==> src/rtl/pe_conv_mac_buffer_ctrl_conv1.sv <==
// Write/read sequencer for the conv1 MAC output buffer: collects NG result groups per
// pixel, then holds the complete pixel for a valid/ready handoff and tracks frame position.
module pe_conv_mac_buffer_ctrl_conv1 #(
  parameter int pOUT_CHANNEL     = 32,
  parameter int pOUTPUT_PARALLEL = 32,
  parameter int pOUT_PIXELS      = 12544,
  localparam int NG     = pOUT_CHANNEL / pOUTPUT_PARALLEL,
  localparam int pIDX_W = (NG > 1) ? $clog2(NG) : 1,
  localparam int CNT_W  = $clog2(pOUT_PIXELS + 1)
) (
  input  logic              clk,
  input  logic              rst,
  input  logic              clear,
  input  logic              mac_valid,
  output logic              mac_ready,
  output logic              buf_wr_en,
  output logic [pIDX_W-1:0] buf_idx,
  output logic              out_valid,
  input  logic              out_ready,
  output logic              out_last,
  output logic              frame_done,
  output logic [CNT_W-1:0]  pixel_cnt
);

  typedef enum logic {FILL, FULL} state_t;

  localparam logic [pIDX_W-1:0] LAST_GRP = pIDX_W'(NG - 1);
  localparam logic [CNT_W-1:0]  LAST_PIX = CNT_W'(pOUT_PIXELS - 1);

  state_t             r_state;
  logic [pIDX_W-1:0]  r_grp;
  logic [CNT_W-1:0]   r_pix;
  logic               r_is_last;
  logic               r_frame_done;
  logic [CNT_W-1:0]   w_pix_next;

  // In FULL the group counter is already back at 0, so buf_idx needs no state mux.
  assign mac_ready  = (r_state == FILL) | out_ready;
  assign buf_wr_en  = mac_valid & mac_ready;
  assign buf_idx    = r_grp;
  assign out_valid  = (r_state == FULL);
  assign out_last   = (r_state == FULL) & r_is_last;
  assign frame_done = r_frame_done;
  assign pixel_cnt  = r_pix;

  assign w_pix_next = r_is_last ? '0 : r_pix + CNT_W'(1);

  always_ff @(posedge clk) begin
    if (rst || clear) begin
      r_state      <= FILL;
      r_grp        <= '0;
      r_pix        <= '0;
      r_is_last    <= (pOUT_PIXELS == 1);
      r_frame_done <= 1'b0;
    end else begin
      r_frame_done <= 1'b0;
      case (r_state)
        FILL: begin
          if (mac_valid) begin
            if (r_grp == LAST_GRP) begin
              r_grp   <= '0;
              r_state <= FULL;
            end else begin
              r_grp <= r_grp + pIDX_W'(1);
            end
          end
        end
        FULL: begin
          if (out_ready) begin
            r_frame_done <= r_is_last;
            r_pix        <= w_pix_next;
            r_is_last    <= (w_pix_next == LAST_PIX);
            // A group arriving with the handoff is slot 0 of the next pixel.
            if (mac_valid && NG == 1) begin
              r_state <= FULL;
            end else if (mac_valid) begin
              r_state <= FILL;
              r_grp   <= pIDX_W'(1);
            end else begin
              r_state <= FILL;
            end
          end
        end
        default: r_state <= FILL;
      endcase
    end
  end

endmodule
==> config.mk <==
export PLATFORM = sky130hd
export DESIGN_NAME = pe_conv_mac_buffer_ctrl_conv1
export DESIGN_NICKNAME = d
export VERILOG_FILES = /design/src/rtl/pe_conv_mac_buffer_ctrl_conv1.sv
export SDC_FILE = /design/constraint.sdc
export NUM_CORES = 1
export LEC_CHECK = 0
export CAP_MARGIN = 20
export CORE_ASPECT_RATIO = 0.7
export CORE_MARGIN = 4
export CORE_UTILIZATION = 35
export DETAILED_ROUTE_END_ITERATION = 10
export PLACE_DENSITY = 0.73
export SLEW_MARGIN = 5
export SYNTH_ARGS = -nofsm -noshare
export SYNTH_HDL_FRONTEND = slang
export SYNTH_SLANG_ARGS = --single-unit
==> constraint.sdc <==
create_clock -name clk -period 1.7 [get_ports clk]
set_clock_uncertainty 0.1 [all_clocks]
set_input_delay 0.17 -clock clk [delete_from_list [all_inputs] [get_ports clk]]
set_output_delay 0.17 -clock clk [all_outputs]
set_load 0.01 [all_outputs]
==> deck_impl_summary.md, run 1 <==
Physical Implementation Snapshot

Die
  – Core footprint: 2800 um2
  – Row count: 16
  – I/O Pins: 25

Synthesis
  – Yosys Instances: 141
  – Post-Syn Area: 1030 um2
  – Gate Count Post-Synth: 141
  – Chip area line of the yosys report: 1030 um2
  – Synthesized Nets: 147
  – Most common cell in the netlist: a21oi_1
  – Main synth FF type: dfxtp_1
  – Post-synth EDFFs: 0
  – Post-synth top area share: 32.9%
  – Yosys top cell by area: dfxtp_1
  – Register bit total from synthesis: 17

Setup path
  – Worst Setup EP: r_is_last$_SDFFE_PP0P_
  – Reg2Reg Capture Point: r_is_last$_SDFFE_PP0P_
  – CP max-delay cell: or3_4
  – Critical Path RT: 1.75 ns
  – Worst path arrival time: 1.77 ns
  – CP Launch Type: flip-flop
  – Critical Path Source: pixel_cnt[1]$_SDFFE_PP0P_
  – Crit Path Max Fanout: 6
  – CP cell instances: nand2_4 -> or3_4 -> o31a_1 -> o221ai_2 -> o21ai_1
  – Cell depth of the worst setup path: 5
  – Worst path max stage delay: 0.41 ns

Routing
  – Drt drc: 0
  – Vias/cell: 5.48
  – DR iter-0 viols: 115

STA
  – Fin Hold WS: 0.373 ns
  – Max Freq: 582 MHz
  – Final WS setup: -0.0184 ns
  – Final Setup Violations: 1
  – Final Max Slew Viols: 0
  – RSZ-0062 raised after global routing: true

Layout
  – # diodes: 0
  – Non-Filler Instances: 225
  – Utilization after layout: 58.2%
  – Fill count: 268

Power
  – Total leakage power: 0.564 nW

CTS
  – H-tree levels: 1
  – Root buffer cell: clkbuf_8

Global routing
  – Initial antenna violation count: 0
  – Largest net degree at the start of global routing: 18
  – Vias in the first global route: 1165

Place
  – Cell count after placement: 218
  – GPL Wtd Cong: 0.885

Flow run
  – Count of tool warnings: 27

Status
  – Outcome: finished with violations
  – Failing checks: negative setup slack
[run 1: power breakdown]
part	internal, mW	switching (mW)	total, mW
Sequential	0.395	0.00119	0.396
Combinational	0.0238	0.0239	0.0478
Clock	0.163	0.152	0.315
Total	0.582	0.177	0.759
[run 1: sequential cells by signal, summed over array words and instances, names as in the netlist]
name and cells:
pixel_cnt 14, frame_done 1, out_valid 1, r_is_last 1
[run 1: cell usage in the layout, fill, tap and decap left out, types with 2 or more instances in the layout]
cell and instances:
buf_4 29, clkdlybuf4s50_1 21, a21oi_1 19, nor2_1 13, o21ai_0 13, nand2_1 11, dfxtp_1 10, nand3_1 5
nand4b_1 4, dfxtp_2 4, and2_1 3, nand4_1 3, inv_1 3, a31oi_1 3, or4_1 3, clkbuf_8 3
dfxtp_4 3, o21ai_1 2, or3_1 2, nor3_1 2, nor2b_1 2, and3_2 2
[run 1: what timing repair did]
item	in CTS	in global routing
hold buffers	0	0
pin swaps	3	6
endpoints found under the setup margin	4	7
setup buffers	1	2
resized	6	9
[run 1: metal layers]
layer	part of all wire (%)	vias to the layer above	GRT usage [%]
met5	0	-	0
met4	0.94	0	5.21
met1	46	572	22.3
met2	46	45	28.9
li1	-	610	-
met3	6.2	5	5.50
[run 1: through the flow]
step           area [um2]  power [mW]
4_1_cts              1580       0.766
3_5_place_dp         1500       0.455
2_1_floorplan        1070       0.428
3_3_place_gp         1500       0.454
6_report             1630       0.759
5_1_grt              1630       0.791
[run 1: kinds of logic after synthesis]
logic type      count (synthesis)  synth area share [%]
compound gates                 44                  24.1
xor+xnor                        2                  1.69
fa+ha+maj                       1                  1.21
buf+inv                        12                  4.84
flops                          17                  32.9
other cells                     1                 0.362
simple gates                   64                  34.9
[run 1: worst min-delay path by stage]
stage	to	start	cells after the start	slack, ns
finish	out_valid$_SDFF_PP0_	mac_valid	3	0.37
global route	out_valid$_SDFF_PP0_	mac_valid	3	0.39
CTS	out_valid$_SDFF_PP0_	mac_valid	3	0.38
detailed placement	pixel_cnt[13]$_SDFFE_PP0P_	pixel_cnt[13]$_SDFFE_PP0P_	2	0.39
global placement	pixel_cnt[13]$_SDFFE_PP0P_	pixel_cnt[13]$_SDFFE_PP0P_	2	0.38
floorplan	out_valid$_SDFF_PP0_	mac_valid	2	0.20
[run 1: tightest hold or removal path, cell delays in order]
cell and delay, ns:
clkdlybuf4s50_1 0.41, inv_1 0.06, a21oi_1 0.05
[run 1: final cells by class]
| cell class | instances | area, um2 | share of cell area, % |
|---|---|---|---|
| multi-input combinational | 112 | 712 | 43.6 |
| timing repair buffer | 53 | 460 | 28.2 |
| sequential | 17 | 357 | 21.9 |
| tap | 36 | 45.0 | 2.76 |
| clock buffer | 3 | 41.3 | 2.53 |
| inverter | 3 | 11.3 | 0.690 |
| clock inverter | 1 | 5.00 | 0.307 |
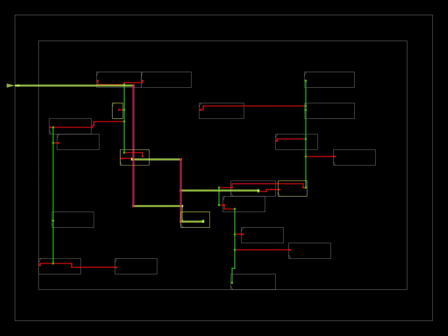
**Above:** run 1 (clock nets).
CTS Sinks: 17
Clk power: 315 uW
Worst-Skew Late Latency: 0.26 ns
CTS Buf Count: 3

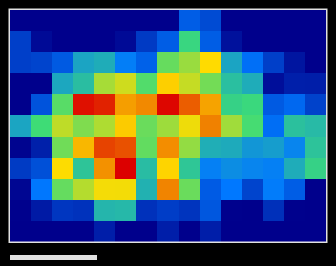
**Above:** run 1 (signal metal coverage by tile).
Bar = 20 um. The die is cut into 15 by 11 equal tiles; dark blue is low, red is high, scaled to the fullest tile. Values are wire area over tile area, all layers added.
The densest ninth of the die: middle. 27% of the tiles are nearly empty. 27% of the tiles are over half the peak. The fullest tile reaches 0.44. The emptiest ninth of the die: top right.
Routed WL: 3290 um
GRT Resource Usage Total: 17.7%
Vias: 1232
post-DR wirelength/cell: 14.6 um

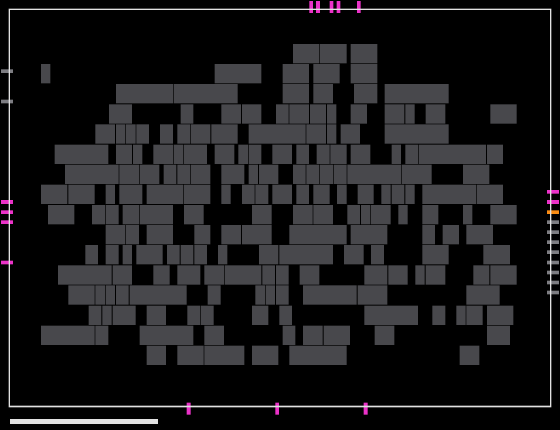
**Above:** run 1 (ports around the boundary).
Bar = 20 um. Pins as bars across the die edge, other pins in gray.
Key: frame_done = orange [pins 1, direction output, edge right]; pixel_cnt = magenta [pins 14, direction output, edge 5 top, 4 left, 3 bottom, 2 right]
All pins by edge: 11 right, 6 left, 5 top, 3 bottom.
Port Buffers: 23
Die Span Y: 53.5 um
overall die width: 73.0 um

==> run 2, diff against run 1 <==
- HOLD_SLACK_MARGIN: not set -> 0.03
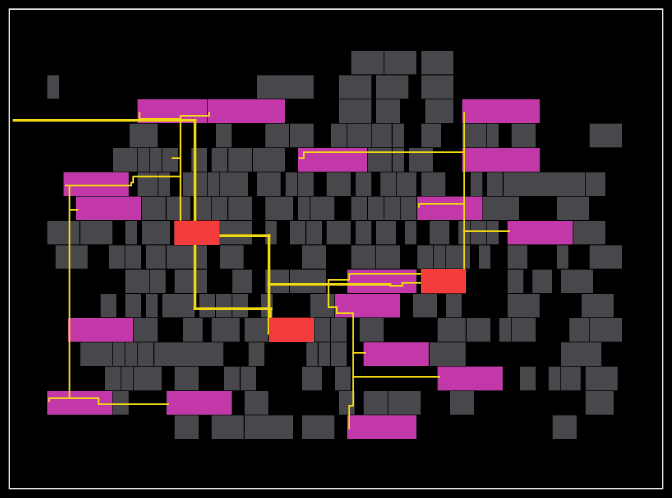
**Above:** run 2 (clock wires, drivers and flops).
Key: flip-flops = magenta [count 17]; clock wires = yellow [length 270 um]; clock-net drivers = red [count 3]
Position of the flops: all over the die. There are 4 routed clock nets.
Clock Power Share: 41.5%

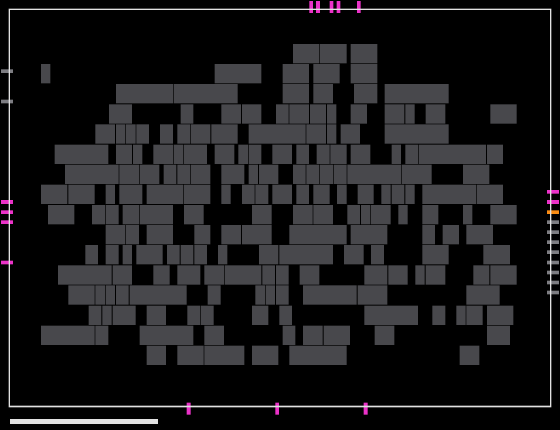
**Above:** run 2 (ports around the boundary).
Bar = 20 um. Pins as bars across the die edge, other pins in gray.
Key: pixel_cnt = magenta [pins 14, direction output, edge 5 top, 4 left, 3 bottom, 2 right]; frame_done = orange [pins 1, direction output, edge right]

==> run 2 against run 1 <==
  * The run still ends with negative setup slack left
  * Setup slack is the same
  * Sequential power is essentially flat
  * Largest cell class unchanged
  * Hold slack is the same
  * Critical path type unchanged
  * Sequential cell count is the same
  * Largest power group unchanged
  * Total power is the same
  * Non-clock buffer count is the same
  * Register-to-register slack is essentially flat
==> deck_impl_summary.md, run 2 <==
Physical Implementation Snapshot

STA
  – Max Freq: 582 MHz
  – Final Max Slew Viols: 0
  – Fin. Hold Viols: 0
  – RSZ-0062 raised after global routing: true
  – Final Setup Violations: 1
  – Fin Hold WS: 0.373 ns
  – Final WS setup: -0.0184 ns

Synthesis
  – Top cells, area: dfxtp_1 33%, a21oi_1 9.2%, o21ai_0 6.8%
  – Ys Warns: 0
  – Avg Inst Size Synth: 7.34 um2
  – Distinct lib cells used: 40
  – Post-synthesis sequential area ratio: 32.9%
  – Largest family of logic cells by area: simple AND/OR/NAND/NOR gates
  – Synth mux share: 0%
  – Chip area line of the yosys report: 1030 um2
  – Post-synth top area share: 32.9%
  – Synthesized Nets: 147
  – XOR/XNOR Fraction of Synth Area: 1.69%
  – Fa+ha+maj area frac: 1.21%
  – Post-Syn Area: 1030 um2
  – Simple-Gate Area Share: 34.9%
  – Post-synth EDFFs: 0
  – Yosys Instances: 141
  – Most common cell in the netlist: a21oi_1
  – Yosys top cell by area: dfxtp_1
  – Complex Gates by Area: 24.1%
  – Register bit total from synthesis: 17
  – Gate Count Post-Synth: 141
  – Main synth FF type: dfxtp_1
  – Top post-synthesis cells by count: 19 x a21oi_1, 17 x dfxtp_1, 14 x o21ai_0

Routing
  – Drt drc: 0
  – DR iter-0 viols: 115
  – Vias: 1232
  – Routed WL: 3290 um
  – Vias/cell: 5.48
  – Post-DR wirelength/cell: 14.6 um

Layout
  – Non-Filler Instances: 225
  – Top Layout Cells: 29 x buf_4, 21 x clkdlybuf4s50_1, 19 x a21oi_1, 13 x nor2_1, 13 x o21ai_0
  – Nets: 196
  – Design Area, Final: 1630 um2
  – # diodes: 0
  – Most instantiated logic cell after routing: buf_4
  – Max FFs per register: 14
  – Utilization after layout: 58.2%
  – Area Overhead vs Synth: 57.7%

Die
  – I/O Pins: 25
  – Overall die width: 73.0 um
  – Die Span Y: 53.5 um
  – Row count: 16
  – Initial Util: 36.9%
  – Core footprint: 2800 um2

Global routing
  – Overflow after GRT: 0
  – First-pass GRT wire length: 5280 um
  – Initial antenna violation count: 0
  – Vias in the first global route: 1165
  – Largest net degree at the start of global routing: 18
  – GRT Resource Usage Total: 17.7%

Place
  – Cell count after placement: 218
  – Area of placed instances: 1500 um2
  – GPL Wtd Cong: 0.885
  – Port Buffers: 23

Setup path
  – Critical Path RT: 1.75 ns
  – Crit Path Max Fanout: 6
  – Reg2Reg Capture Point: r_is_last$_SDFFE_PP0P_
  – Setup crit end kind: flip-flop
  – Worst r2r src: pixel_cnt[1]$_SDFFE_PP0P_
  – Setup slack, reg-to-reg: -0.02 ns
  – CP Launch Type: flip-flop
  – Worst path arrival time: 1.77 ns
  – R2R cell count: 5

Worst hold path
  – Hold crit path type: in -> reg
  – Hold path endpoint: out_valid$_SDFF_PP0_
  – Worst hold start: mac_valid
  – Hold Path Depth: 3

CTS
  – Clk buf depth: 2
  – CTS hold repair buffers: 0
  – Worst-Skew Late Latency: 0.26 ns
  – Root buffer cell: clkbuf_8
  – CTS Buf Count: 3
  – CTS Sinks: 17
  – Reg clk slew, reported paths: 0.07 ns
  – CTS tree: yes
  – H-tree levels: 1

Flow run
  – Maximum capacitance violations: 0
  – Count of tool warnings: 27

Power
  – Pwr Density: 465 nW/um2
  – Total leakage power: 0.564 nW
  – Max VDD drop: 0.357 mV

Status
  – Failing checks: negative setup slack
  – Outcome: finished with violations
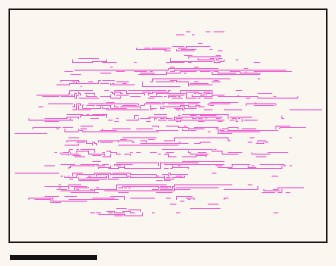
**Above:** run 2 (signal wires on met1).
Bar = 20 um.
The layer holds 46% of the routed length. The longest straight run is 25.8 um. The layer carries 1520 um of wire. 172 nets have wire on it. The wires run mostly horizontal.
GR Util met1: 22.3%

## run 2: cell counts in the layout (fill, tap and decap cells not counted)
No cell type changed its count.
## run 2: metal layers
layer / wire [um] / part of all wire (%) / GRT usage (%) / vias up
met4: 31 / 0.94 / 5.21 / 0
met3: 205 / 6.2 / 5.50 / 5
li1: - / - / - / 610
met5: 0 / 0 / 0 / -
met2: 1520 / 46 / 28.9 / 45
met1: 1520 / 46 / 22.3 / 572
## run 2: what timing repair did
item | 4_1_cts | 5_1_grt
pin swaps | 3 | 6
hold endpoints to repair | 0 | 0
cloned | 0 | 0
setup buffers | 1 | 2
setup endpoints to repair | 4 | 7
gates resized | 6 | 9
## run 2: cell families after synthesis
group / Yosys count
AND/OR/NAND/NOR: 64
AND-OR/OR-AND: 44
flip-flops: 17
buffers and inverters: 12
XOR/XNOR: 2
adder cells (fa/ha/maj): 1
other: 1
## run 2: how the worst max path moves through the flow
stage,start,end,slack [ns],cells after the start
6_report,pixel_cnt[1]$_SDFFE_PP0P_,r_is_last$_SDFFE_PP0P_,-0.02,5
5_1_grt,pixel_cnt[1]$_SDFFE_PP0P_,r_is_last$_SDFFE_PP0P_,-0.08,6
4_1_cts,pixel_cnt[1]$_SDFFE_PP0P_,pixel_cnt[13]$_SDFFE_PP0P_,0.001,5
3_5_place_dp,out_ready,pixel_cnt[6]$_SDFFE_PP0P_,-0.21,5
3_3_place_gp,out_ready,pixel_cnt[5]$_SDFFE_PP0P_,-0.17,5
2_1_floorplan,pixel_cnt[0]$_SDFFE_PP0P_,r_is_last$_SDFFE_PP0P_,0.005,6
## run 2: cell type report
cell class | count | area (um2)
Fill cell | 268 | 1170
Multi-Input combinational cell | 112 | 712
Timing Repair Buffer | 53 | 460
Sequential cell | 17 | 357
Tap cell | 36 | 45.0
Clock buffer | 3 | 41.3
Inverter | 3 | 11.3
Clock inverter | 1 | 5.00
## run 2: worst max-delay path, stage by stage (launching register included)
cell and delay, ns:
dfxtp_4 0.40, nand2_4 0.06, or3_4 0.41, o31a_1 0.35
o221ai_2 0.19, o21ai_1 0.09
## run 2: power breakdown
part	leakage [nW]	internal (mW)	switching, mW	total, mW
clock	0.0255	0.163	0.152	0.315
combinational	0.397	0.0238	0.0239	0.0478
sequential	0.142	0.395	0.00119	0.396
total	0.564	0.582	0.177	0.759
## run 2: stage by stage
step	setup TNS [ns]	power (mW)
floorplan	0	0.428
global placement	-0.713	0.454
detailed placement	-0.845	0.455
CTS	0	0.766
global route	-0.143	0.791
finish	-0.0184	0.759
Power figures rest on the tool's default switching activity, not on a simulated workload.
